### Routed metal, one colour a layer

(1.5 px per um)
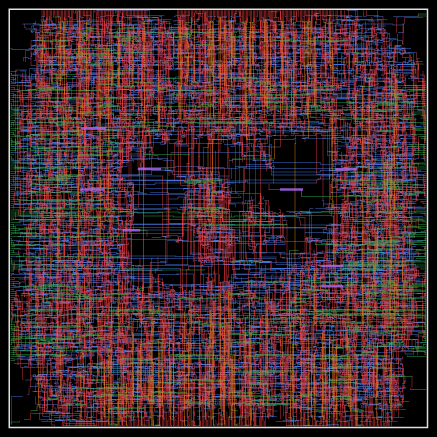
### Routing congestion map

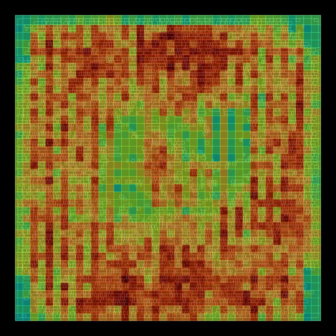
### Placement by cell class

(1.5 px per um) Fill, decap, tap and diode cells in grey.
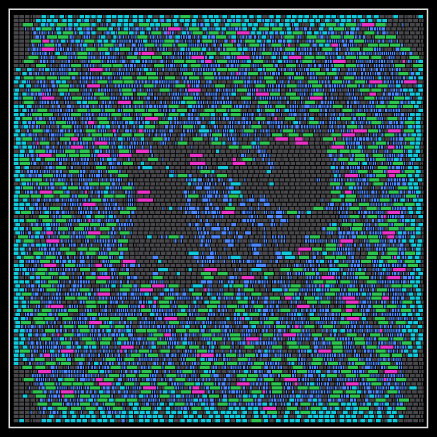
### Clock network drawn from the DEF

(1.5 px per um)
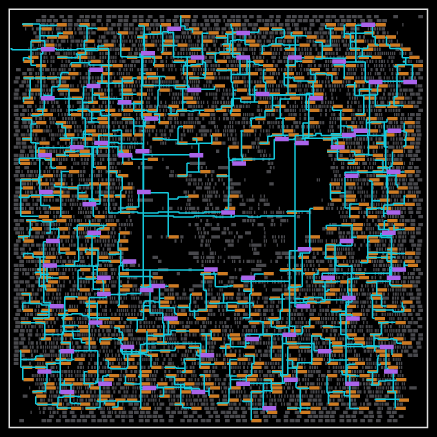
### Floorplan with the power grid

(1.5 px per um) Pins as bars on the die edge. Tap cells in grey.
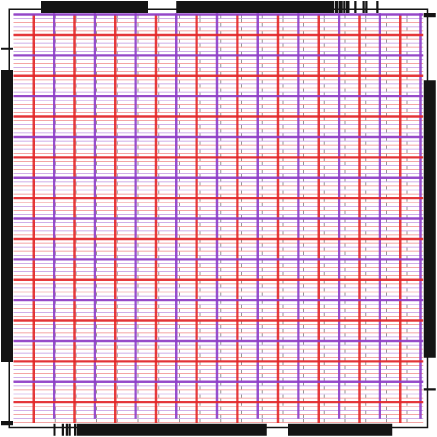
**src/rtl/gf233_reduce_seq_if.sv**
```systemverilog
// Valid/ready bundle between the multiplier, the GF(2^233) reducer and its consumer.
// The master drives products in and results away; the slave is the reducer.
interface gf233_reduce_seq_if;
    logic         in_valid;
    logic         in_ready;
    logic [464:0] in_prod;
    logic         out_valid;
    logic         out_ready;
    logic [232:0] out_res;

    modport master (
        output in_valid, in_prod, out_ready,
        input  in_ready, out_valid, out_res
    );

    modport slave (
        input  in_valid, in_prod, out_ready,
        output in_ready, out_valid, out_res
    );
endinterface

```
**src/rtl/gf233_reduce_seq.sv**
```systemverilog
// Digit-serial reduction of a 465-bit GF(2)[x] product modulo x^233 + x^74 + 1.
// Folds DIGIT high-order coefficients per cycle, working from bit 464 down to bit 233.
module gf233_reduce_seq #(
    parameter int unsigned DIGIT = 32
) (
    input  logic               clk,
    input  logic               rst,
    gf233_reduce_seq_if.slave  bus
);

    typedef enum logic [1:0] {StIdle, StFold, StDone} state_e;

    state_e       state_q, state_d;
    logic [464:0] w_q, w_d;
    logic [8:0]   top_q, top_d;
    logic [232:0] res_q, res_d;

    int           win_lo_raw;
    int           win_lo;
    logic         last_win;
    logic [464:0] folded;

    // Fold targets i-159 always sit below the window because DIGIT <= 128,
    // so every window bit can be folded from w_q independently.
    always_comb begin
        win_lo_raw = int'(top_q) - int'(DIGIT) + 1;
        win_lo     = (win_lo_raw < 233) ? 233 : win_lo_raw;
        last_win   = (win_lo_raw <= 233);
        folded     = w_q;
        for (int i = 233; i < 465; i++) begin
            if (i >= win_lo && i <= int'(top_q) && w_q[i]) begin
                folded[i]       = 1'b0;
                folded[i - 233] = ~folded[i - 233];
                folded[i - 159] = ~folded[i - 159];
            end
        end
    end

    always_comb begin
        state_d       = state_q;
        w_d           = w_q;
        top_d         = top_q;
        res_d         = res_q;
        bus.in_ready  = 1'b0;
        bus.out_valid = 1'b0;
        unique case (state_q)
            StIdle: begin
                bus.in_ready = 1'b1;
                if (bus.in_valid) begin
                    w_d     = bus.in_prod;
                    top_d   = 9'd464;
                    state_d = StFold;
                end
            end
            StFold: begin
                w_d   = folded;
                top_d = top_q - 9'(DIGIT);
                if (last_win) begin
                    res_d   = folded[232:0];
                    state_d = StDone;
                end
            end
            StDone: begin
                bus.out_valid = 1'b1;
                if (bus.out_ready) begin
                    state_d = StIdle;
                end
            end
            default: state_d = StIdle;
        endcase
    end

    assign bus.out_res = res_q;

    always_ff @(posedge clk) begin
        if (rst) begin
            state_q <= StIdle;
            w_q     <= '0;
            top_q   <= '0;
            res_q   <= '0;
        end else begin
            state_q <= state_d;
            w_q     <= w_d;
            top_q   <= top_d;
            res_q   <= res_d;
        end
    end

endmodule

```
**src/flat_wrapper.sv**
```systemverilog
// flat-port wrapper written by rule: the top's interface ports become plain ports
module gf233_reduce_seq_flat 
#(
    parameter int unsigned DIGIT = 32
)
  (clk, rst, bus_in_valid, bus_in_prod, bus_out_ready, bus_in_ready, bus_out_valid, bus_out_res);
  gf233_reduce_seq_if bus_i ();
  input  logic clk;
  input  logic rst;
  input wire logic [$bits(bus_i.in_valid)-1:0] bus_in_valid;
  input wire logic [$bits(bus_i.in_prod)-1:0] bus_in_prod;
  input wire logic [$bits(bus_i.out_ready)-1:0] bus_out_ready;
  output wire logic [$bits(bus_i.in_ready)-1:0] bus_in_ready;
  output wire logic [$bits(bus_i.out_valid)-1:0] bus_out_valid;
  output wire logic [$bits(bus_i.out_res)-1:0] bus_out_res;
  assign bus_i.in_valid = bus_in_valid;
  assign bus_i.in_prod = bus_in_prod;
  assign bus_i.out_ready = bus_out_ready;
  assign bus_in_ready = bus_i.in_ready;
  assign bus_out_valid = bus_i.out_valid;
  assign bus_out_res = bus_i.out_res;
  gf233_reduce_seq #(.DIGIT(DIGIT)) u_core (.clk(clk), .rst(rst), .bus(bus_i));
endmodule
```
**config.mk**
```make
export PLATFORM = sky130hd
export DESIGN_NAME = gf233_reduce_seq_flat
export DESIGN_NICKNAME = d
export VERILOG_FILES = /design/src/rtl/gf233_reduce_seq_if.sv /design/src/rtl/gf233_reduce_seq.sv /design/src/flat_wrapper.sv
export SDC_FILE = /design/constraint.sdc
export NUM_CORES = 2
export LEC_CHECK = 0
export ABC_AREA = 1
export CORE_MARGIN = 2
export CORE_UTILIZATION = 50
export DETAILED_ROUTE_END_ITERATION = 12
export PLACE_DENSITY = 0.8
export REMOVE_ABC_BUFFERS = 1
export SLEW_MARGIN = 20
export SYNTH_ARGS = -nofsm -noshare
export SYNTH_HDL_FRONTEND = slang
export SYNTH_SLANG_ARGS = --single-unit
```
**constraint.sdc**
```tcl
create_clock -name clk -period 5.3 [get_ports clk]
set_input_delay 1.325 -clock clk [delete_from_list [all_inputs] [get_ports clk]]
set_output_delay 1.325 -clock clk [all_outputs]
set_load 0.005 [all_outputs]
```
==> Slide: Implementation Results <==
Flow Results at a Glance

Run status
  • Run status: finished clean

Final timing
  • Slew Limit Headroom: 0.256
  • Maximum clock frequency: 0.204 GHz
  • Hold WS: 0.460 ns
  • Final period util: 0.927
  • Tmin final: 4.91 ns
  • Sum Neg Setup Slack: 0 ns
  • Final setup margin: 0.386 ns
  • RSZ-0062 raised after global routing: false
  • Worst Max-Slew Pin Slew: 1.12 ns

Layout
  • Combinational Area: 0.0192 mm2
  • Layout cell share with drive strength beyond 1: 0.0456
  • Nets: 6735
  • Final std cells w/o fill: 7300
  • Filler Cell Count: 6630
  • Top Layout Cells: 1468 x nand2_1, 726 x inv_1, 704 x dfxtp_1

Pwr
  • Internal Power: 9.99 mW
  • Logic pwr share: 0.199
  • Flop+latch power: 6.03 mW
  • P_comb: 2.86 mW
  • PD cells: 301 mW/mm2
  • Dominant power group: registers
  • Switch Pwr: 4.35 mW
  • Tot Pwr: 14.3 mW

Drt
  • # DRC: 0
  • Metal3 WL: 13400 um
  • Met1 Wirelength: 54600 um
  • Max Used Layer: met5
  • Metal2 WL: 64100 um
  • Vias/cell: 5.66
  • Detailed Route Iter0 Violations: 4460
  • Iteration count of the initial detailed-routing pass: 6

Setup path
  • Crit path cell chain: inv_1 > ha_1 > nand2_4 > inv_1 > ha_1 > inv_2 > nor4_1 > nand3_1 > nor4b_1 > ha_1 > clkinv_2 > nand2_1 > nand3_1 > inv_1 > nand2_1 > nor2_8 > nand3_1 > nand2_1 > nand2_1 > xor2_1 > o21ai_1 > nand2_1 > o21bai_1 > inv_1
  • Reg2reg setup slack: 0.39 ns
  • Critical path depth: 24
  • RR Startpoint: u_core.top_q[6]
  • CP Class: reg -> reg
  • Startpoint types: register
  • Slowest CP cell: nand2_1
  • Kind of capture point of the worst setup path: register
  • Worst Path Buf+Inv: 6
  • Crit-path max cell delay: 0.46 ns

Synthesis
  • Mapped Area: 0.0375 mm2
  • Ys Warns: 0
  • Unique cell types: 49
  • Commonest cells post-synth: 1472 x nand2_1, 729 x inv_1, 705 x dfxtp_1, 636 x o21ai_0, 494 x a21oi_1
  • Count of library flops with an enable pin: 0
  • Dominant synthesized flop cell: dfxtp_1
  • Post-synth ARST share: 0
  • Syn_area_per_cell: 6.52 um2

Hold path
  • Endpoint, Worst Hold: u_core.w_q[396]
  • Hold path cells: 2

Job
  • Tool warnings: 52
  • Max-Cap Viols: 0

Clock network
  • CTS tree: built
  • Root buffer cell: clkbuf_16
  • Register clock-pin slew on the reported worst setup and hold paths: 0.06 ns
  • Htree depth: 3
  • Cts bufs inserted: 78
  • Setup bufs post-CTS: 0
  • Hold Buf Count CTS: 0

Die
  • Die area: 0.0772 mm2
  • Io pins: 704

Place
  • Detail Placement HPWL: 96200 um
  • Placed Cells: 7140
  • IO buf count: 703
  • Area after DPL: 0.0451 mm2
  • Place WS: 0.274 ns

Global routing
  • First-pass GRT wire length: 216000 um
  • Gr ovfl total: 0
  • Vias in the first global route: 39100
  • Initial antenna violation count: 26
## Picture notes: 'Routed metal, one colour a layer'
Orange is met4, wire length 10100 um. Purple is met5, wire length 106 um. Blue is met1, wire length 54.6 mm. Red is met2, wire length 64.1 mm. Green is met3, wire length 13400 um.
via count: 41300
routed len/inst: 19.5 um
total track usage: 0.353

## Picture notes: 'Routing congestion map'
GR Layer Usage met3: 0.0633
M2 GR Usage: 0.558
GRT Max-Usage Layer: met2
GR Util met1: 0.437

## Picture notes: 'Placement by cell class'
Magenta is clock drivers and dummy loads, cells 141, share of their area 5.5%. Green is flip-flops, cells 705, share of their area 30%. Cyan is other buffers and delay cells, cells 767, share of their area 17%. Blue is all other logic, cells 4699, share of their area 48%.
Core Box Area: 0.0743 mm2
post-layout util: 0.641
Seq/total area: 0.296
final instance area: 0.0477 mm2
# rows: 100

## Picture notes: 'Clock network drawn from the DEF'
Cyan is clock wires, length 9370 um. Orange is flip-flops, count 705. Purple is cells driving clock nets, count 78.
There are 79 routed clock nets. Position of the flops: all over the die.
Worst Skew: 0.0249 ns
clk pwr: 5.45 mW
clock power share: 0.380
Clk Latency, worst-skew pair: 0.62 ns

## Picture notes: 'Floorplan with the power grid'
Purple is VDD. Red is VSS.
704 signal pins sit on the boundary. 101 met1 rails follow the rows. The core has 100 rows. 20 straps on met5.
worst ir drop on vdd: 0.000239 V
Die Y: 278 um
Die X-Extent: 278 um

==> sequential cells by signal (all words and copies together) (netlist names) <==
register            flops
u_core.w_q            465
u_core.bus.out_res    233
u_core.top_q            5
u_core.state_q          2
==> worst min-delay path, stage by stage (launching register included) <==
cell and delay [ns]:
dfxtp_1 0.31, nand2_1 0.06, a21oi_1 0.05
==> area by class of cell <==
cell class | count | share of cell area
Clock inverter | 25 | 0.00425
Timing Repair Buffer | 767 | 0.161
Inverter | 751 | 0.0599
Multi-Input combinational cell | 3948 | 0.403
Tap cell | 969 | 0.0254
Antenna cell | 19 | 0.000997
Clock buffer | 116 | 0.0488
Sequential cell | 705 | 0.296
No activity file was given, so power comes from the tool's default toggle rates.
